### src/rtl/seq_mult_ctrl_if.sv
// Handshake and operand/result bundle for the sequential shift-add multiplier.
interface seq_mult_ctrl_if #(
   parameter int WIDTH = 8
);
   logic                 G;
   logic                 Signed;
   logic                 Abort;
   logic [WIDTH-1:0]     Mcand;
   logic [WIDTH-1:0]     Mplier;
   logic [2*WIDTH-1:0]   P;
   logic                 Busy;
   logic                 Done;

   // User logic side: issues requests and operands, consumes the product.
   modport master (
      output G, Signed, Abort, Mcand, Mplier,
      input  P, Busy, Done
   );

   // Multiplier side.
   modport slave (
      input  G, Signed, Abort, Mcand, Mplier,
      output P, Busy, Done
   );
endinterface

### src/rtl/seq_mult_ctrl.sv
// Sequential shift-add multiplier: one add+shift per clock over WIDTH
// iterations, sign handled by multiplying magnitudes and negating at the end.
module seq_mult_ctrl #(
   parameter int WIDTH = 8,
   parameter int CW    = 4
) (
   input  logic          Clk,
   input  logic          Reset,
   seq_mult_ctrl_if.slave bus
);

   typedef enum logic [1:0] {
      S_IDLE = 2'd0,
      S_CALC = 2'd1,
      S_FIX  = 2'd2
   } state_t;

   localparam logic [CW-1:0] CNT_INIT = CW'(WIDTH);
   localparam logic [CW-1:0] CNT_ONE  = CW'(1);

   state_t               state_q, state_d;
   logic [WIDTH-1:0]     a_q, a_d;
   logic [WIDTH-1:0]     q_q, q_d;
   logic [WIDTH-1:0]     b_q, b_d;
   logic [CW-1:0]        cnt_q, cnt_d;
   logic                 neg_q, neg_d;
   logic [2*WIDTH-1:0]   p_q, p_d;
   logic                 done_q, done_d;

   // Carry-extended partial sum; its top bit is the carry C that the
   // following right shift moves into A, so C never needs its own flop.
   logic [WIDTH:0]       sum;
   logic [WIDTH-1:0]     addend;
   logic [2*WIDTH-1:0]   prod;

   // Magnitude of an operand; the most-negative value maps to 2^(WIDTH-1),
   // which still fits the unsigned WIDTH-bit register.
   function automatic logic [WIDTH-1:0] mag(input logic [WIDTH-1:0] x,
                                            input logic             sgn);
      return (sgn && x[WIDTH-1]) ? -x : x;
   endfunction

   // Next-state and datapath update; Abort outranks G in IDLE and cancels CALC/FIX.
   always_comb begin
      state_d = state_q;
      a_d     = a_q;
      q_d     = q_q;
      b_d     = b_q;
      cnt_d   = cnt_q;
      neg_d   = neg_q;
      p_d     = p_q;
      done_d  = 1'b0;
      addend  = q_q[0] ? b_q : '0;
      sum     = {1'b0, a_q} + {1'b0, addend};
      prod    = {a_q, q_q};

      case (state_q)
         S_IDLE: begin
            if (bus.G && !bus.Abort) begin
               b_d     = mag(bus.Mcand, bus.Signed);
               q_d     = mag(bus.Mplier, bus.Signed);
               neg_d   = bus.Signed & (bus.Mcand[WIDTH-1] ^ bus.Mplier[WIDTH-1]);
               a_d     = '0;
               cnt_d   = CNT_INIT;
               state_d = S_CALC;
            end
         end
         S_CALC: begin
            if (bus.Abort) begin
               state_d = S_IDLE;
            end else begin
               a_d   = sum[WIDTH:1];
               q_d   = {sum[0], q_q[WIDTH-1:1]};
               cnt_d = cnt_q - CNT_ONE;
               if (cnt_q == CNT_ONE) begin
                  state_d = S_FIX;
               end
            end
         end
         S_FIX: begin
            state_d = S_IDLE;
            if (!bus.Abort) begin
               p_d    = neg_q ? -prod : prod;
               done_d = 1'b1;
            end
         end
         default: begin
            state_d = S_IDLE;
         end
      endcase
   end

   // State and datapath registers, cleared immediately on Reset.
   always_ff @(posedge Clk or posedge Reset) begin
      if (Reset) begin
         state_q <= S_IDLE;
         a_q     <= '0;
         q_q     <= '0;
         b_q     <= '0;
         cnt_q   <= '0;
         neg_q   <= 1'b0;
         p_q     <= '0;
         done_q  <= 1'b0;
      end else begin
         state_q <= state_d;
         a_q     <= a_d;
         q_q     <= q_d;
         b_q     <= b_d;
         cnt_q   <= cnt_d;
         neg_q   <= neg_d;
         p_q     <= p_d;
         done_q  <= done_d;
      end
   end

   assign bus.Busy = (state_q != S_IDLE);
   assign bus.P    = p_q;
   assign bus.Done = done_q;

endmodule

### src/flat_wrapper.sv
// flat-port wrapper written by rule: the top's interface ports become plain ports
module seq_mult_ctrl_flat 
#(
   parameter int WIDTH = 8,
   parameter int CW    = 4
)
  (Clk, Reset, bus_G, bus_Signed, bus_Abort, bus_Mcand, bus_Mplier, bus_P, bus_Busy, bus_Done);
  seq_mult_ctrl_if #(.WIDTH(WIDTH)) bus_i ();
  input  logic Clk;
  input  logic Reset;
  input wire logic [$bits(bus_i.G)-1:0] bus_G;
  input wire logic [$bits(bus_i.Signed)-1:0] bus_Signed;
  input wire logic [$bits(bus_i.Abort)-1:0] bus_Abort;
  input wire logic [$bits(bus_i.Mcand)-1:0] bus_Mcand;
  input wire logic [$bits(bus_i.Mplier)-1:0] bus_Mplier;
  output wire logic [$bits(bus_i.P)-1:0] bus_P;
  output wire logic [$bits(bus_i.Busy)-1:0] bus_Busy;
  output wire logic [$bits(bus_i.Done)-1:0] bus_Done;
  assign bus_i.G = bus_G;
  assign bus_i.Signed = bus_Signed;
  assign bus_i.Abort = bus_Abort;
  assign bus_i.Mcand = bus_Mcand;
  assign bus_i.Mplier = bus_Mplier;
  assign bus_P = bus_i.P;
  assign bus_Busy = bus_i.Busy;
  assign bus_Done = bus_i.Done;
  seq_mult_ctrl #(.WIDTH(WIDTH), .CW(CW)) u_core (.Clk(Clk), .Reset(Reset), .bus(bus_i));
endmodule
### config.mk
export PLATFORM = sky130hd
export DESIGN_NAME = seq_mult_ctrl_flat
export DESIGN_NICKNAME = d
export VERILOG_FILES = /design/src/rtl/seq_mult_ctrl_if.sv /design/src/rtl/seq_mult_ctrl.sv /design/src/flat_wrapper.sv
export SDC_FILE = /design/constraint.sdc
export NUM_CORES = 1
export LEC_CHECK = 0
export CAP_MARGIN = 10
export CORE_MARGIN = 4
export CORE_UTILIZATION = 30
export DETAILED_ROUTE_END_ITERATION = 10
export GPL_TIMING_DRIVEN = 0
export PLACE_DENSITY = 0.54
export SETUP_SLACK_MARGIN = 0.3
export SLEW_MARGIN = 15
export SYNTH_ARGS = -nofsm -noshare
export SYNTH_HDL_FRONTEND = slang
export SYNTH_SLANG_ARGS = --single-unit
### constraint.sdc
create_clock -name Clk -period 2.3 [get_ports Clk]
set_clock_uncertainty 0.1 [all_clocks]
set_input_delay 0.575 -clock Clk [delete_from_list [all_inputs] [get_ports Clk]]
set_output_delay 0.575 -clock Clk [all_outputs]
set_load 0.01 [all_outputs]
Supply network:
Pins as bars on the die edge. Tap cells in grey.
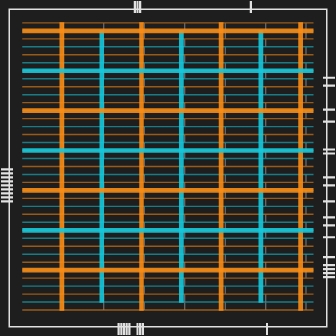
VSS: in orange. VDD: in cyan.
7 straps on met5. 133 tap cells. 37 met1 rails follow the rows.
IR Drop Worst-Case VDD: 351 uV
height of the die: 108 um
Core Footprint: 0.00973 sq mm
DIE WIDTH: 108 um

Placement by cell class:
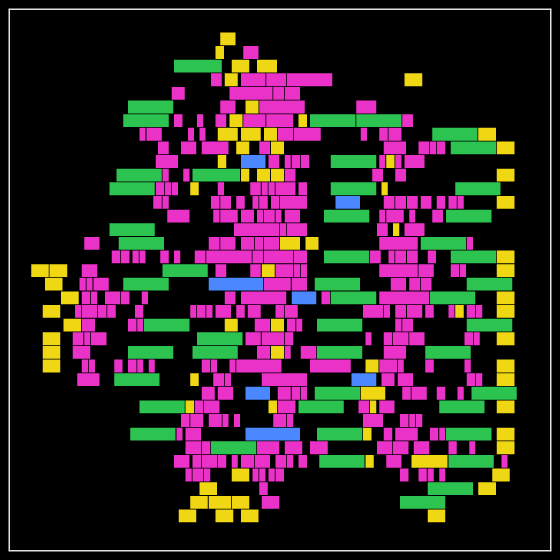
clock drivers and dummy loads: in blue, cells 7, share of their area 3.3%. sequential cells: in green, cells 48, share of their area 31%. combinational and other logic: in magenta, cells 276, share of their area 50%. remaining buffers and delay cells: in yellow, cells 72, share of their area 16%.

-- cells in the mapped netlist, drive strengths merged, types with 5 or more instances --
| cell type | count | area [sq um] |
|---|---|---|
| nor4 | 9 | 56.3 |
| o21ai | 37 | 185 |
| nor3 | 12 | 60.1 |
| dfrtp | 48 | 1200 |
| or3 | 7 | 43.8 |
| mux2 | 5 | 56.3 |
| inv | 14 | 52.6 |
| xnor2 | 14 | 123 |
| nand2 | 44 | 165 |
| and2 | 8 | 50.1 |
| a21oi | 12 | 60.1 |
| mux2i | 6 | 60.1 |
| and3 | 7 | 43.8 |
| clkbuf | 13 | 48.8 |
| ha | 13 | 163 |
| nor2 | 22 | 82.6 |
| xor2 | 9 | 78.8 |
==> results.txt <==
Result of the run -> complete, no violations
First-pass GRT wire length -> 12.7 mm
Avg Inst Size Synth -> 8.75 sq um
Number of failing hold endpoints at the final stage -> 0
And+or+nand+nor area frac -> 0.227
Total area of sequential cells -> 0.00120 sq mm
XORs/XNORs by Area -> 0.0675
Post-placement cell area -> 0.00357 sq mm
Cell-internal power -> 2.39 mW
Mapped Nets -> 376
CTS Root Cell -> clkbuf_8
Number of clock buffer instances in the layout -> 5
Fraction of area in non-clock buffers -> 0.153
Latency at later pin -> 0.30 ns
Met1 demand-to-capacity share in global routing -> 0.171
Worst hold slack -> 0.381 ns
End of the worst register-to-register path -> u_core.a_q[7]
Post-synth area from yosys stat -> 0.00299 sq mm
Hold worst-path end -> u_core.b_q[4]
Accumulated negative setup slack -> 0 ns
Seq pwr -> 1.38 mW
Final std cells w/o fill -> 536
# setup viols final -> 0
Launch point of the worst path -> u_core.q_q[0]
Via-per-instance ratio -> 4.93
Yosys reg bits -> 48
GRT Residual Overflow -> 0
GRT met3 Usage -> 0.0252
WP depth -> 8
Sequential group share of total power -> 0.357
Total tool warning count -> 30
Cell area after technology mapping -> 0.00299 sq mm
Htree depth -> 2
LEAKAGE -> 1.71 nW
Prevailing logic family in the synthesized netlist -> simple AND/OR/NAND/NOR gates
Switching component of the power -> 1.48 mW
Largest power group -> combinational cells
Unrepaired setup endpoints after global routing -> true
Cts repair resizes -> 45
Worst stage delay on the critical path -> 0.39 ns
Seq/Total Area, Yosys -> 0.402
Most instantiated flip-flop cell in the synthesis netlist -> dfrtp_1
Number of inverters outside the clock class in the layout -> 15
Multi-input combinational area share -> 0.468
Routed wire length on met3 -> 322 um
Wire length on met2 -> 3.72 mm
Fraction of the cycle the final worst path needs -> 0.944
Number of well taps -> 133
Power share of the combinational group -> 0.458
Floorplan Utilization -> 0.307
Most used logic cell in the final layout -> dfrtp_1
Flop Count -> 48
Nonclk buf count -> 72
Distinct cell type count of the synthesized netlist -> 50
Flip-flop count of the largest register, all copies and words added -> 16
Total placed cells including tap cells -> 513
R2R Path Start -> u_core.q_q[0]
I/O pin total -> 39
Pwr Density -> 942 mW/mm^2
Total number of multi-input combinational cells -> 261
Switching share of total power -> 0.383
Crit path buffers/inverters -> 1
Buffer count from post-CTS setup fixing -> 12
Crit end category -> flip-flop
CTS buffer count -> 5
Clock network contribution to total cell area -> 0.0314
Fraction of power consumed by the clock network -> 0.185
DR pass1 iterations -> 4
Count of filler cells inserted in the layout -> 975
Area enclosed by the die boundary -> 0.0116 sq mm
Clock Pin Slew Worst Setup and Hold Paths -> 0.09 ns
Capturing instance or port of the critical path -> u_core.a_q[7]
Hold Path Cell Cnt -> 2
Worst Setup Path Type -> flip-flop to flip-flop
Max frequency -> 460 MHz
Input/output buffers -> 38
Largest net degree at the start of global routing -> 35
Critical path data required time -> 2.38 ns
Number of hold buffers added after cts -> 0
Vias in the first global route -> 2,660
Combinational power -> 1.77 mW
Power Clock -> 715 uW
Design Power -> 3.87 mW
Half-perimeter wire length after placement -> 5.47 mm
Antenna violations before repair -> 0
Register-to-register setup slack -> 0.13 ns
Max-capacitance violation count -> 0
Clock Sinks -> 48
No activity file was given, so power comes from the tool's default toggle rates.
